==> run_1/cell_classes.png <==
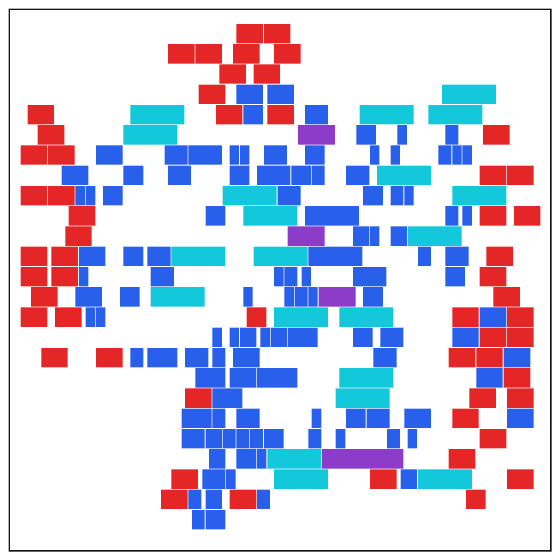
==> run_1/metal_stack.png <==
Scale bar: 20 µm. Only two layers are drawn.
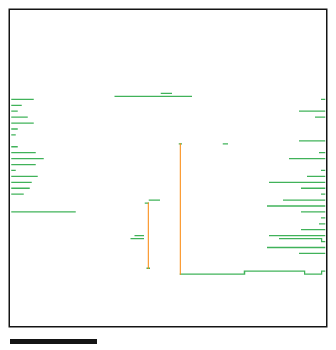
==> run_1/pdn.png <==
Scale bar: 20 µm. Pins as bars on the die edge. Tap cells in grey.
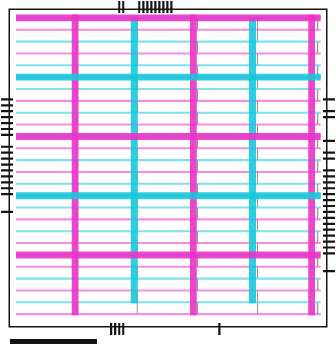
<file path="config.mk">
export PLATFORM = sky130hd
export DESIGN_NAME = add_sched_flat
export DESIGN_NICKNAME = d
export VERILOG_FILES = /design/src/rtl/add_sched_if.sv /design/src/rtl/add_sched.sv /design/src/flat_wrapper.sv
export SDC_FILE = /design/constraint.sdc
export NUM_CORES = 1
export LEC_CHECK = 0
export CORE_UTILIZATION = 25
export CTS_CLUSTER_SIZE = 24
export DETAILED_ROUTE_END_ITERATION = 10
export PLACE_DENSITY = 0.53
export SYNTH_ARGS = -nofsm -noshare
export SYNTH_HDL_FRONTEND = slang
export SYNTH_SLANG_ARGS = --single-unit
</file>
<file path="constraint.sdc">
create_clock -name clk -period 5.25 [get_ports clk]
set_clock_uncertainty 0.05 [all_clocks]
set_input_delay 1.05 -clock clk [delete_from_list [all_inputs] [get_ports clk]]
set_output_delay 1.05 -clock clk [all_outputs]
set_load 0.01 [all_outputs]
</file>
<file path="src/rtl/add_sched_if.sv">
// Request/response bundle for add_sched: four packed requesters on the request side,
// one valid/ready response channel back to a single consumer.
interface add_sched_if #(
    parameter int unsigned WIDTH = 4
);
    logic [3:0]         req_valid;
    logic [4*WIDTH-1:0] req_a;
    logic [4*WIDTH-1:0] req_b;
    logic [3:0]         req_cin;
    logic [3:0]         req_ready;
    logic               rsp_valid;
    logic               rsp_ready;
    logic [1:0]         rsp_id;
    logic [WIDTH-1:0]   rsp_sum;
    logic               rsp_cout;

    // Requesters and consumer side
    modport master (
        output req_valid, req_a, req_b, req_cin, rsp_ready,
        input  req_ready, rsp_valid, rsp_id, rsp_sum, rsp_cout
    );

    // Scheduler side
    modport slave (
        input  req_valid, req_a, req_b, req_cin, rsp_ready,
        output req_ready, rsp_valid, rsp_id, rsp_sum, rsp_cout
    );
endinterface

</file>
<file path="src/rtl/add_sched.sv">
// add_sched: round-robin scheduler sharing one WIDTH-bit adder among four requesters.
// Each operation takes IDLE (grant) -> EXEC (add) -> RESP (hold until consumed).
// Optional feature: define ADD_SCHED_PERF_EN to add the op_count completed-response counter.
module add_sched #(
    parameter int unsigned WIDTH = 4
) (
    input  logic        clk,
    input  logic        rst,
    add_sched_if.slave  bus
`ifdef ADD_SCHED_PERF_EN
    ,
    output logic [15:0] op_count
`endif
);

    typedef enum logic [1:0] {StIdle, StExec, StResp} state_e;

    state_e           state_q, state_d;
    logic [1:0]       ptr_q, ptr_d;
    logic [WIDTH-1:0] op_a_q, op_b_q;
    logic             op_cin_q;
    logic [1:0]       op_id_q;
    logic [WIDTH-1:0] sum_q;
    logic             cout_q;

    logic             any_valid;
    logic             grant;
    logic [1:0]       win_id;
    logic [WIDTH:0]   add_res;
    logic             rsp_valid;

    // Round-robin search: walk offsets high to low so the lowest offset from ptr wins
    always_comb begin
        win_id    = ptr_q;
        any_valid = 1'b0;
        for (int k = 3; k >= 0; k--) begin
            if (bus.req_valid[ptr_q + 2'(k)]) begin
                win_id    = ptr_q + 2'(k);
                any_valid = 1'b1;
            end
        end
    end

    // Next-state, grant and pointer update
    always_comb begin
        state_d = state_q;
        ptr_d   = ptr_q;
        grant   = 1'b0;
        case (state_q)
            StIdle: begin
                if (any_valid) begin
                    state_d = StExec;
                    grant   = 1'b1;
                    ptr_d   = win_id + 2'd1;
                end
            end
            StExec:  state_d = StResp;
            StResp: begin
                if (bus.rsp_ready) begin
                    state_d = StIdle;
                end
            end
            default: state_d = StIdle;
        endcase
        // A grant during reset would be silently lost, so suppress it at the source
        if (rst) begin
            grant = 1'b0;
        end
    end

    // FSM state and arbitration pointer
    always_ff @(posedge clk) begin
        if (rst) begin
            state_q <= StIdle;
            ptr_q   <= 2'd0;
        end else begin
            state_q <= state_d;
            ptr_q   <= ptr_d;
        end
    end

    // Capture the winner's operands on the grant edge; requester inputs are free afterwards
    always_ff @(posedge clk) begin
        if (rst) begin
            op_a_q   <= '0;
            op_b_q   <= '0;
            op_cin_q <= 1'b0;
            op_id_q  <= 2'd0;
        end else if (grant) begin
            op_a_q   <= bus.req_a[win_id*WIDTH +: WIDTH];
            op_b_q   <= bus.req_b[win_id*WIDTH +: WIDTH];
            op_cin_q <= bus.req_cin[win_id];
            op_id_q  <= win_id;
        end
    end

    assign add_res = {1'b0, op_a_q} + {1'b0, op_b_q} + {{WIDTH{1'b0}}, op_cin_q};

    // Register the shared adder result at the end of EXEC
    always_ff @(posedge clk) begin
        if (rst) begin
            sum_q  <= '0;
            cout_q <= 1'b0;
        end else if (state_q == StExec) begin
            sum_q  <= add_res[WIDTH-1:0];
            cout_q <= add_res[WIDTH];
        end
    end

    // Gated by rst so a reset cycle never presents a grant or a consumable response
    assign rsp_valid     = (state_q == StResp) && !rst;
    assign bus.rsp_valid = rsp_valid;
    assign bus.req_ready = grant ? (4'b0001 << win_id) : 4'b0000;
    assign bus.rsp_id    = op_id_q;
    assign bus.rsp_sum   = sum_q;
    assign bus.rsp_cout  = cout_q;

`ifdef ADD_SCHED_PERF_EN
    // Completed-response counter, wraps naturally at 16 bits
    always_ff @(posedge clk) begin
        if (rst) begin
            op_count <= 16'd0;
        end else if (rsp_valid && bus.rsp_ready) begin
            op_count <= op_count + 16'd1;
        end
    end
`endif

endmodule

</file>
<file path="src/flat_wrapper.sv">
// flat-port wrapper written by rule: the top's interface ports become plain ports
module add_sched_flat 
#(
    parameter int unsigned WIDTH = 4
)
  (clk, rst, bus_req_valid, bus_req_a, bus_req_b, bus_req_cin, bus_rsp_ready, bus_req_ready, bus_rsp_valid, bus_rsp_id, bus_rsp_sum, bus_rsp_cout);
  add_sched_if #(.WIDTH(WIDTH)) bus_i ();
  input  logic clk;
  input  logic rst;
  input wire logic [$bits(bus_i.req_valid)-1:0] bus_req_valid;
  input wire logic [$bits(bus_i.req_a)-1:0] bus_req_a;
  input wire logic [$bits(bus_i.req_b)-1:0] bus_req_b;
  input wire logic [$bits(bus_i.req_cin)-1:0] bus_req_cin;
  input wire logic [$bits(bus_i.rsp_ready)-1:0] bus_rsp_ready;
  output wire logic [$bits(bus_i.req_ready)-1:0] bus_req_ready;
  output wire logic [$bits(bus_i.rsp_valid)-1:0] bus_rsp_valid;
  output wire logic [$bits(bus_i.rsp_id)-1:0] bus_rsp_id;
  output wire logic [$bits(bus_i.rsp_sum)-1:0] bus_rsp_sum;
  output wire logic [$bits(bus_i.rsp_cout)-1:0] bus_rsp_cout;
  assign bus_i.req_valid = bus_req_valid;
  assign bus_i.req_a = bus_req_a;
  assign bus_i.req_b = bus_req_b;
  assign bus_i.req_cin = bus_req_cin;
  assign bus_i.rsp_ready = bus_rsp_ready;
  assign bus_req_ready = bus_i.req_ready;
  assign bus_rsp_valid = bus_i.rsp_valid;
  assign bus_rsp_id = bus_i.rsp_id;
  assign bus_rsp_sum = bus_i.rsp_sum;
  assign bus_rsp_cout = bus_i.rsp_cout;
  add_sched #(.WIDTH(WIDTH)) u_core (.clk(clk), .rst(rst), .bus(bus_i));
endmodule
</file>
==> impl_metrics.tcl, run 1 <==
# implementation run metrics
set metrics [dict create \
    dp_hpwl_mm 2.81 \
    setup.worst_path.start_class "input pin" \
    worst_slew_margin_rel_pct 59.1 \
    end_kind "output port" \
    async_flop_share_pct 0 \
    fin_tns_setup_ps 0 \
    grt_pass1_vias 1233 \
    finalCritPeriodShare_pct 84.3 \
    routed_wl_mm 3.55 \
    numClockSinks 20 \
    maxSlewViolCount 0 \
    yosysSeqAreaShare_pct 32.2 \
    area_delta_synth_final_pct 54.8 \
    period_needed_ps 4420 \
    globalRouteOverflowTotal 0 \
    yosysChipArea_mm2 0.00124 \
    yosys_register_bits 20 \
    top_layer "met4" \
    ys_cells 137 \
    grt_first_pass_wirelength_mm 5.70 \
    grt_usage_pct 14.1 \
    top_cells_by_area "dfxtp_1, mux2i_1, nand2_1" \
    grt_use_met1_pct 17.7 \
    synthCells 137 \
    clk_latency_ps 260 \
    r2r_end "u_core.ptr_q[1]$_SDFFE_PP0P_" \
    comb_area_um2 800 \
    port_buffers 54 \
    ios 55 \
    viasPerCell 4.80 \
    run_status "finished, final reports clean" \
]
Back to the opening pictures, cell_classes.png:
| colour | class | cells | share of their area |
|---|---|---|---|
| red | other buffers and delay cells | 56 | 30% |
| purple | clock drivers and dummy loads | 4 | 3.9% |
| cyan | flip-flops | 20 | 22% |
| blue | all other logic | 114 | 44% |
number of placement rows: 25
fin area: 0.00193 mm²
flop share of the area: 20.8%
core box area: 0.00475 mm²

Back to the opening pictures, metal_stack.png:
| colour | layer | wire length |
|---|---|---|
| orange | met4 | 44.9 µm |
| green | met3 | 257 µm |
total number of vias: 1252
per-cell routed wire length: 13.6 µm

Back to the opening pictures, pdn.png:
| colour | net |
|---|---|
| magenta | VSS |
| cyan | VDD |
met4 straps: 5
tap cells: 67
Worst VDD drop: 0.117 mV
Die Y: 72.5 µm
Die Wd: 72.5 µm

==> run 1: worst max-delay path, cell delays in order <==
cell             delay [ps]
clkdlybuf4s50_1         580
inv_1                    80
a311o_2                 400
nand3_2                 230
nand2_1                 260
a21oi_1                 180
clkdlybuf4s50_1         550
==> run 1: cell families after synthesis <==
family	share of synthesized area [%]
compound gates	21.3
xor+xnor	1.41
fa+ha+maj	6.24
buf+inv	3.52
flops	32.2
mux	9.66
simple gates	25.7
==> run 1: power breakdown <==
part / switching (mW) / total, mW / internal (mW) / leakage, nW
Sequential: 0.0209 / 0.198 / 0.177 / 0.165
Clock: 0.0524 / 0.154 / 0.102 / 0.0357
Combinational: 0.0917 / 0.195 / 0.104 / 0.551
Total: 0.165 / 0.547 / 0.382 / 0.752
==> run 1: placed cells by master, fill, tap and decap left out <==
cell,count
clkdlybuf4s50_1,54
dfxtp_1,20
nand2_1,17
mux2i_1,12
a21oi_1,9
o211ai_1,7
nor2_1,7
a32oi_1,6
nor2b_1,5
nor3_1,4
o21ai_0,4
inv_1,4
nand3b_1,3
o221ai_1,3
a211oi_1,3
ha_1,3
clkbuf_8,3
and3b_1,2
or4_4,2
nor3b_1,2
or3b_2,2
nand2_4,2
xnor2_1,2
a21o_1,2
fa_1,2
buf_4,2
a311o_2,1
and2b_2,1
o21ai_1,1
nand3_2,1
nand2_2,1
and4b_1,1
and2_2,1
nand3_1,1
and2_1,1
nand2b_1,1
a2111oi_2,1
bufinv_16,1
==> run 1: area by class of cell <==
class,instances,area share [%]
clock inverter,1,1.56
multi-input combinational,110,41.5
sequential,20,20.8
tap,67,4.35
inverter,4,0.780
clock buffer,3,2.14
timing repair buffer,56,28.8
--- run 2 (diff from run 1) ---
==> constraint.sdc (replaced) <==
create_clock -name clk -period 4.2 [get_ports clk]
set_clock_uncertainty 0.05 [all_clocks]
set_input_delay 0.84 -clock clk [delete_from_list [all_inputs] [get_ports clk]]
set_output_delay 0.84 -clock clk [all_outputs]
set_load 0.01 [all_outputs]
==> impl_metrics.tcl, run 2 <==
# implementation run metrics
set metrics [dict create \
    post_drt_wl_per_cell_um 13.7 \
    ios 55 \
    top_cells_by_area "dfxtp_1, mux2i_1, nand2_1" \
    globalRouteOverflowTotal 0 \
    numClockSinks 20 \
    p_int_mw 0.482 \
    ys_sh_simple_pct 25.7 \
    yosys_register_bits 20 \
    synthCells 137 \
    worst_slew_margin_rel_pct 64.1 \
    routed_wl_mm 3.61 \
    power.share.clock_pct 27.7 \
    xor_area_share_pct 1.41 \
    die_height_um 72.5 \
    vias 1238 \
    grt_usage_pct 14.8 \
    vdd_drop_max_mv 0.163 \
    run_status "finished, final reports clean" \
    period_needed_ps 3920 \
    setup.worst_path.start_class "input pin" \
    ys_sh_aoi_pct 21.3 \
    fin_tns_setup_ps 0 \
    viasPerCell 4.71 \
    finalCritPeriodShare_pct 93.3 \
    swShare_pct 29.8 \
    ys_top_logic_family "simple AND/OR/NAND/NOR gates" \
]
[run 2: cell count changes in the layout (fill, tap and decap cells not counted), sizes merged]
cell	before	now
buf	2	4
[run 2: power groups by stage]
stage	combinational (mW)	sequential, mW	clock (mW)
after floorplan	0.150	0.248	0
after global placement	0.248	0.251	0
after detailed placement	0.252	0.250	0
after CTS	0.253	0.246	0.195
after global routing	0.279	0.251	0.204
final	0.250	0.246	0.190
[run 2: final cells by class]
type	instances	area (µm²)	area share (%)
clock inverters	1	30.0	1.55
flip-flops and latches	20	400	20.6
multi-input cells	110	800	41.2
clock buffers	3	41.3	2.13
inverters	4	15.0	0.774
well taps	67	83.8	4.32
repair buffers	58	571	29.4
[run 2: worst paths after layout]
check,endpoint,depth (start not counted),slack (ps)
hold reg to reg,u_core.bus.rsp_sum[3]$_SDFFE_PP0N_,2,410
hold / removal,u_core.bus.rsp_sum[3]$_SDFFE_PP0N_,2,410
setup reg to reg,u_core.bus.rsp_cout$_SDFFE_PP0N_,5,2260
setup / recovery,bus_req_ready[3],6,280
[run 2: through the flow]
stage,worst slack (ps),util [%],cells,total power [mW],hold WS [ps]
finish,280,40.8,263,0.686,412
global route,190,40.8,263,0.734,435
CTS,322,40.8,263,0.694,415
detailed placement,318,39.3,259,0.502,403
global placement,389,39.3,259,0.498,397
floorplan,1340,-,137,0.398,418
[run 2: per-layer routing]
metal	track usage [%]	part of all wire, %	vias to the layer above
met4	5.66	1.4	0
met3	2.92	5.5	4
met2	24.8	46	45
li1	-	-	629
met1	18.5	47	560
met5	0	0	-
[run 2: worst max-delay path, stage by stage]
cell and delay, ps:
clkdlybuf4s50_1 490, nor2b_1 190, o21ai_0 380, and4b_1 410, and2_2 190, clkdlybuf4s50_1 520
==> run_2/clock_map.png <==
Scale bar: 20 µm.
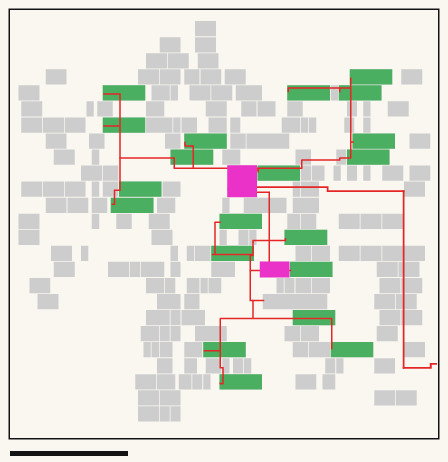
[red] clock wires | length: 274 µm
[magenta] cells driving clock nets | count: 3
[green] flip-flops | count: 20
routed clock nets: 4
Clk power: 0.190 mW
Late-Pin Clk Latency: 250 ps

Power and IR drop assume default switching activity.
